==> config.mk <==
export PLATFORM = sky130hd
export DESIGN_NAME = ifetch_ctrl
export DESIGN_NICKNAME = d
export VERILOG_FILES = /design/src/rtl/ifetch_ctrl_pkg.sv /design/src/rtl/ifetch_ctrl_fifo.sv /design/src/rtl/ifetch_ctrl.sv
export SDC_FILE = /design/constraint.sdc
export NUM_CORES = 1
export LEC_CHECK = 0
export CORE_MARGIN = 5
export CORE_UTILIZATION = 63
export DETAILED_ROUTE_END_ITERATION = 10
export DONT_BUFFER_PORTS = 1
export PLACE_DENSITY = 0.79
export SYNTH_ARGS = -nofsm -noshare
export SYNTH_HDL_FRONTEND = slang
export SYNTH_SLANG_ARGS = --single-unit
==> constraint.sdc <==
create_clock -name i_clk -period 8.8 [get_ports i_clk]
set_input_delay 1.76 -clock i_clk [delete_from_list [all_inputs] [get_ports i_clk]]
set_output_delay 1.76 -clock i_clk [all_outputs]
set_load 0.01 [all_outputs]
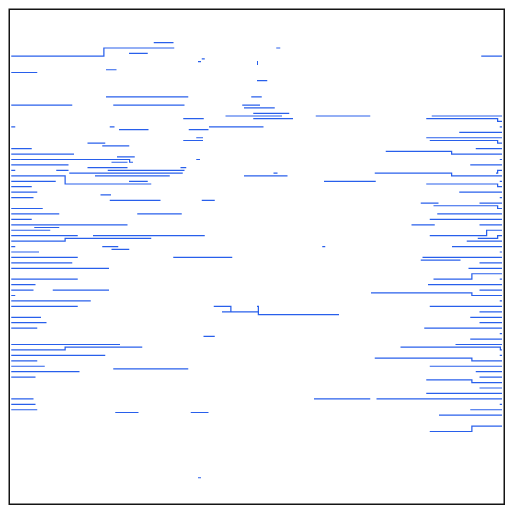
run_1/layer_met3.png
Drawn at 4 px/um.
main direction: horizontal
longest straight run: 31.1 um
wire length on this layer: 1760 um
share of all routed wire: 11%
nets with wire on the layer: 133
Via Count: 4765
DRT Wirelength: 16.4 mm
M3 GR Usage: 0.0878

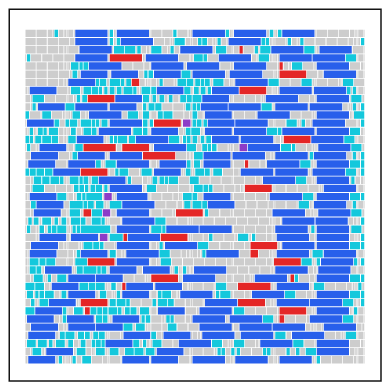
run_1/placement_by_type.png
Drawn at 3 px/um. Fill, decap, tap and diode cells in grey.
legend:
  purple:
    class: remaining buffers and delay cells
    cells: 5
  blue:
    class: sequential cells
    cells: 193
  red:
    class: clock drivers and dummy loads
    cells: 32
  cyan:
    class: combinational and other logic
    cells: 398
Final Util: 0.701
FP Rows: 41

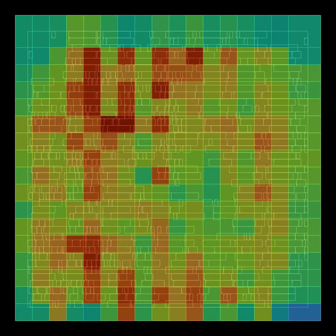
run_1/congestion.png
Avg WL per Cell: 20.5 um
GR met1 Demand/Resource: 0.272
GRT Overall Usage: 0.219
GRT Max-Usage Layer: met2
Global Route met2 Usage: 0.347

==> results.cfg, run 1 <==
; yosys + openroad results
[power_and_ir_drop]
total_power_w = 0.00203
powerDensity_mw_per_mm2 = 229

[place]
preCtsSetupSlack_ns = 4.88
place_congestion = 0.820
post-dp-hpwl_mm = 11.0
dp_cells = 768

[cells_and_area]
largest_reg_flops = 124
nets = 686

[synthesis]
ys_sh_mux = 0.0820
ys_top_cells_by_area = edfxtp_1 46%, dfrtp_1 21%, mux2i_1 7.8%, nor2_1 3.9%, xor2_1 3.4%
synthAdderAreaFrac = 0.00309
yosys-stat-cells = 618
synth.logic.top_family = simple AND/OR/NAND/NOR gates
numSynthFlops = 193
most_common_cell = edfxtp_1
synth_area_per_cell_sq_um = 13.1
synth-edff-count = 124

[cts]
cts_sinks = 193
cts_buffers = 17
clk_pin_slew_ns = 0.07
clockBufferDepth = 2
postCtsResizedCells = 0
ctsHoldBuffers = 0

[die]
initial_core_util = 0.642
chipArea_sq_mm = 0.0152

[detailed_routing]
wl_met1_mm = 6.28
drt-vias-per-instance = 5.96

[timing]
tns_ns = 0
fin_crit_sh = 0.443
fin_crit_ns = 3.90
slew_violations = 0
relSlewSlack = 0.274

[critical_path]
cp.required_ns = 7.04
critical_path_class = flip-flop to primary output
cp-start-kind = flip-flop

[outcome]
status = completed

[run]
maxCapViolations = 0
openroad.warnings = 26

[global_route]
grt_pass1_vias = 4753
run 1: cell families after synthesis:
group	count (synthesis)
XOR/XNOR	59
other	1
multiplexers	66
adder cells (fa/ha/maj)	2
buffers and inverters	34
flip-flops	193
AND/OR/NAND/NOR	222
AND-OR/OR-AND	41
run 1: report_power, final:
part	total, W	internal [W]	switching [W]	leakage, nW
clock network	0.000774	0.000470	0.000304	0.279
registers	0.00111	0.00103	0.0000838	2.01
logic	0.000143	0.0000567	0.0000867	0.797
run 1: per-layer routing:
| layer | up-vias | global-route usage |
|---|---|---|
| li1 | 2196 | - |
| met1 | 2332 | 0.272 |
| met2 | 214 | 0.347 |
| met3 | 23 | 0.0878 |
| met4 | 0 | 0.0844 |
| met5 | - | 0 |
run 1: worst max-delay path, stage by stage, from the launching register on:
cell and delay [ns]:
dfrtp_1 0.47, nor2_4 0.51, buf_4 0.52, nor2_1 0.21
run 1: cells in the final DEF, fill, tap and decap left out, types with 17 or more instances in the layout:
cell type and count:
clkbuf_16 17, dfrtp_1 68, edfxtp_1 124, mux2i_1 63
nand2_1 52, nand3_1 28, nand4_1 19, nor2_1 83
o21ai_0 27, xnor2_1 28, xor2_1 31
run 1: area by class of cell:
type | count | area (sq um) | area share
multi-input combinational | 394 | 2530 | 0.286
timing repair buffer | 5 | 37.5 | 0.00424
clock buffer | 19 | 433 | 0.0489
tap | 172 | 215 | 0.0243
clock inverter | 13 | 168 | 0.0189
inverter | 4 | 15.0 | 0.00170
sequential | 193 | 5450 | 0.616
run_1/logic_types.png
Drawn at 3 px/um.
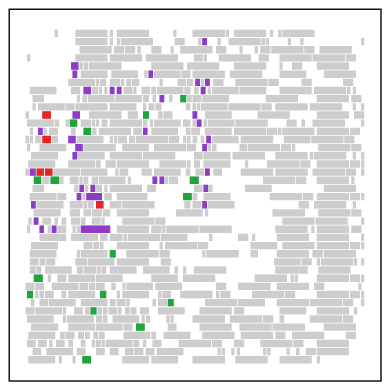

==> run 2: changes to the inputs <==
==> constraint.sdc (replaced) <==
create_clock -name i_clk -period 3.9 [get_ports i_clk]
set_input_delay 0.78 -clock i_clk [delete_from_list [all_inputs] [get_ports i_clk]]
set_output_delay 0.78 -clock i_clk [all_outputs]
set_load 0.01 [all_outputs]
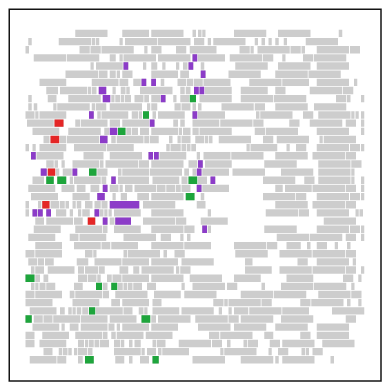
run_2/logic_types.png
Drawn at 3 px/um.
legend:
  red:
    family: non-inverting ao/oa cells
    cells: 5
    where: left middle
  purple:
    family: aoi and oai cells
    cells: 36
  green:
    family: and/or cells
    cells: 16
Top cell excl fill/tap: edfxtp_1
final std cells w/o fill: 801
fraction of area in multi-input gates: 0.286

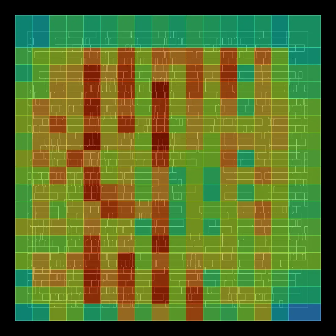
run_2/congestion.png
GR met1 Demand/Resource: 0.272
GRT Overall Usage: 0.225

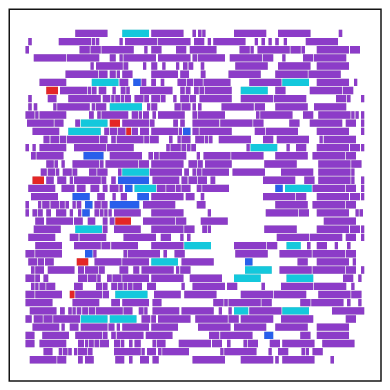
run_2/sizes.png
Drawn at 3 px/um.
legend:
  purple:
    size: _0 and _1 cells
    cells: 585
    most_used: edfxtp_1
  blue:
    size: _3 and _4 cells
    cells: 14
    most_used: buf_4
  cyan:
    size: _6 and larger
    cells: 23
    most_used: clkbuf_16
  red:
    size: _2 cells
    cells: 7
    most_used: mux2_2
fin area: 0.00888 sq mm
Signal buffers: 6
Synth-to-Final Area Change: 9.64%
final worst setup slack: 0.978 ns

==> run 2 against run 1 <==
Against the previous run:
- critical path depth stayed put
- first-iteration DRC count up 1.5%
- area after synthesis did not move
- synthesized cell count did not move
- core utilization increased by 0.25 points
- die area stayed put
- count of clock-buffer cells in the layout grew 3
- clock power up 120%
- sequential cell count did not move
- power up 120%
- final area rose by 0.35%
- largest cell class unchanged
- largest power group unchanged
==> results.cfg, run 2 <==
; yosys + openroad results
[global_route]
grt_pass1_vias = 4802

[synthesis]
ys_sh_mux = 0.0820
most_common_cell = edfxtp_1
synthAdderAreaFrac = 0.00309
numSynthFlops = 193
synth-edff-count = 124
synth_area_per_cell_sq_um = 13.1
yosys-stat-cells = 618
synth.logic.top_family = simple AND/OR/NAND/NOR gates

[power_and_ir_drop]
clkPwrFrac = 0.378
p_sw_frac = 0.236
pwr-share-comb = 0.072
intPower_w = 0.00349
p_sw_w = 0.00107
powerDensity_mw_per_mm2 = 514
pwr-share-seq = 0.550
total_power_w = 0.00456

[timing]
slew_violations = 0
fin_crit_sh = 0.749
tns_ns = 0
fin_crit_ns = 2.92
finalHoldViolations = 0

[run]
openroad.warnings = 26
maxCapViolations = 0

[cells_and_area]
nets = 687
post-route-util = 0.704
final_cell_mix = 124 x edfxtp_1, 83 x nor2_1, 68 x dfrtp_1
largest_reg_flops = 124

[die]
std_cell_rows = 41

[critical_path]
cp_slowest_cell = buf_4
cp.depth = 3
worst-path-buf-inv = 1
worstPathCellList = nor2_4 -> buf_4 -> nor2_1
crit_family = simple AND/OR/NAND/NOR gates
cpPeakStageDelay_ns = 0.53
cp.required_ns = 3.12

[cts]
ctsHoldBuffers = 0
cts_sinks = 193
clockBufferDepth = 2
clk_pin_slew_ns = 0.06

[place]
dp_cells = 769
post-dp-hpwl_mm = 11.4
preCtsSetupSlack_ns = 0.875

[detailed_routing]
drt-total-wl_mm = 16.7

[outcome]
status = completed
-- run 2: cell counts after synthesis --
No cell type changed its count.
-- run 2: cells by family (layout without fill, tap and decap cells) --
| group | count (synthesis) | after routing |
|---|---|---|
| other | 1 | 4 |
| adder cells (fa/ha/maj) | 2 | 2 |
| AND-OR/OR-AND | 41 | 41 |
| buffers and inverters | 34 | 42 |
| flip-flops | 193 | 193 |
| XOR/XNOR | 59 | 59 |
| multiplexers | 66 | 66 |
| AND/OR/NAND/NOR | 222 | 222 |
-- run 2: per-layer routing --
| layer | wire (um) | GRT usage | vias up |
|---|---|---|---|
| met5 | 0 | 0 | - |
| li1 | - | - | 2206 |
| met4 | 350 | 0.0976 | 0 |
| met1 | 6260 | 0.272 | 2347 |
| met3 | 1670 | 0.0842 | 29 |
| met2 | 8420 | 0.364 | 199 |
-- run 2: final cells by class --
| class | instances | area (sq um) | share of cell area |
|---|---|---|---|
| Tap cell | 172 | 215 | 0.0242 |
| Clock inverter | 10 | 135 | 0.0152 |
| Inverter | 4 | 15.0 | 0.00169 |
| Multi-Input combinational cell | 394 | 2540 | 0.286 |
| Sequential cell | 193 | 5450 | 0.614 |
| Clock buffer | 22 | 464 | 0.0523 |
| Timing Repair Buffer | 6 | 57.6 | 0.00648 |
-- run 2: power by group through the flow --
stage                     Combinational (W)  Clock (W)  Sequential, W
after floorplan                    0.000309          0        0.00247
after CTS                          0.000334    0.00175        0.00251
after global routing               0.000364    0.00185        0.00253
final                              0.000329    0.00173        0.00251
after detailed placement           0.000333          0        0.00255
after global placement             0.000320          0        0.00254
Power figures rest on the tool's default switching activity, not on a simulated workload.
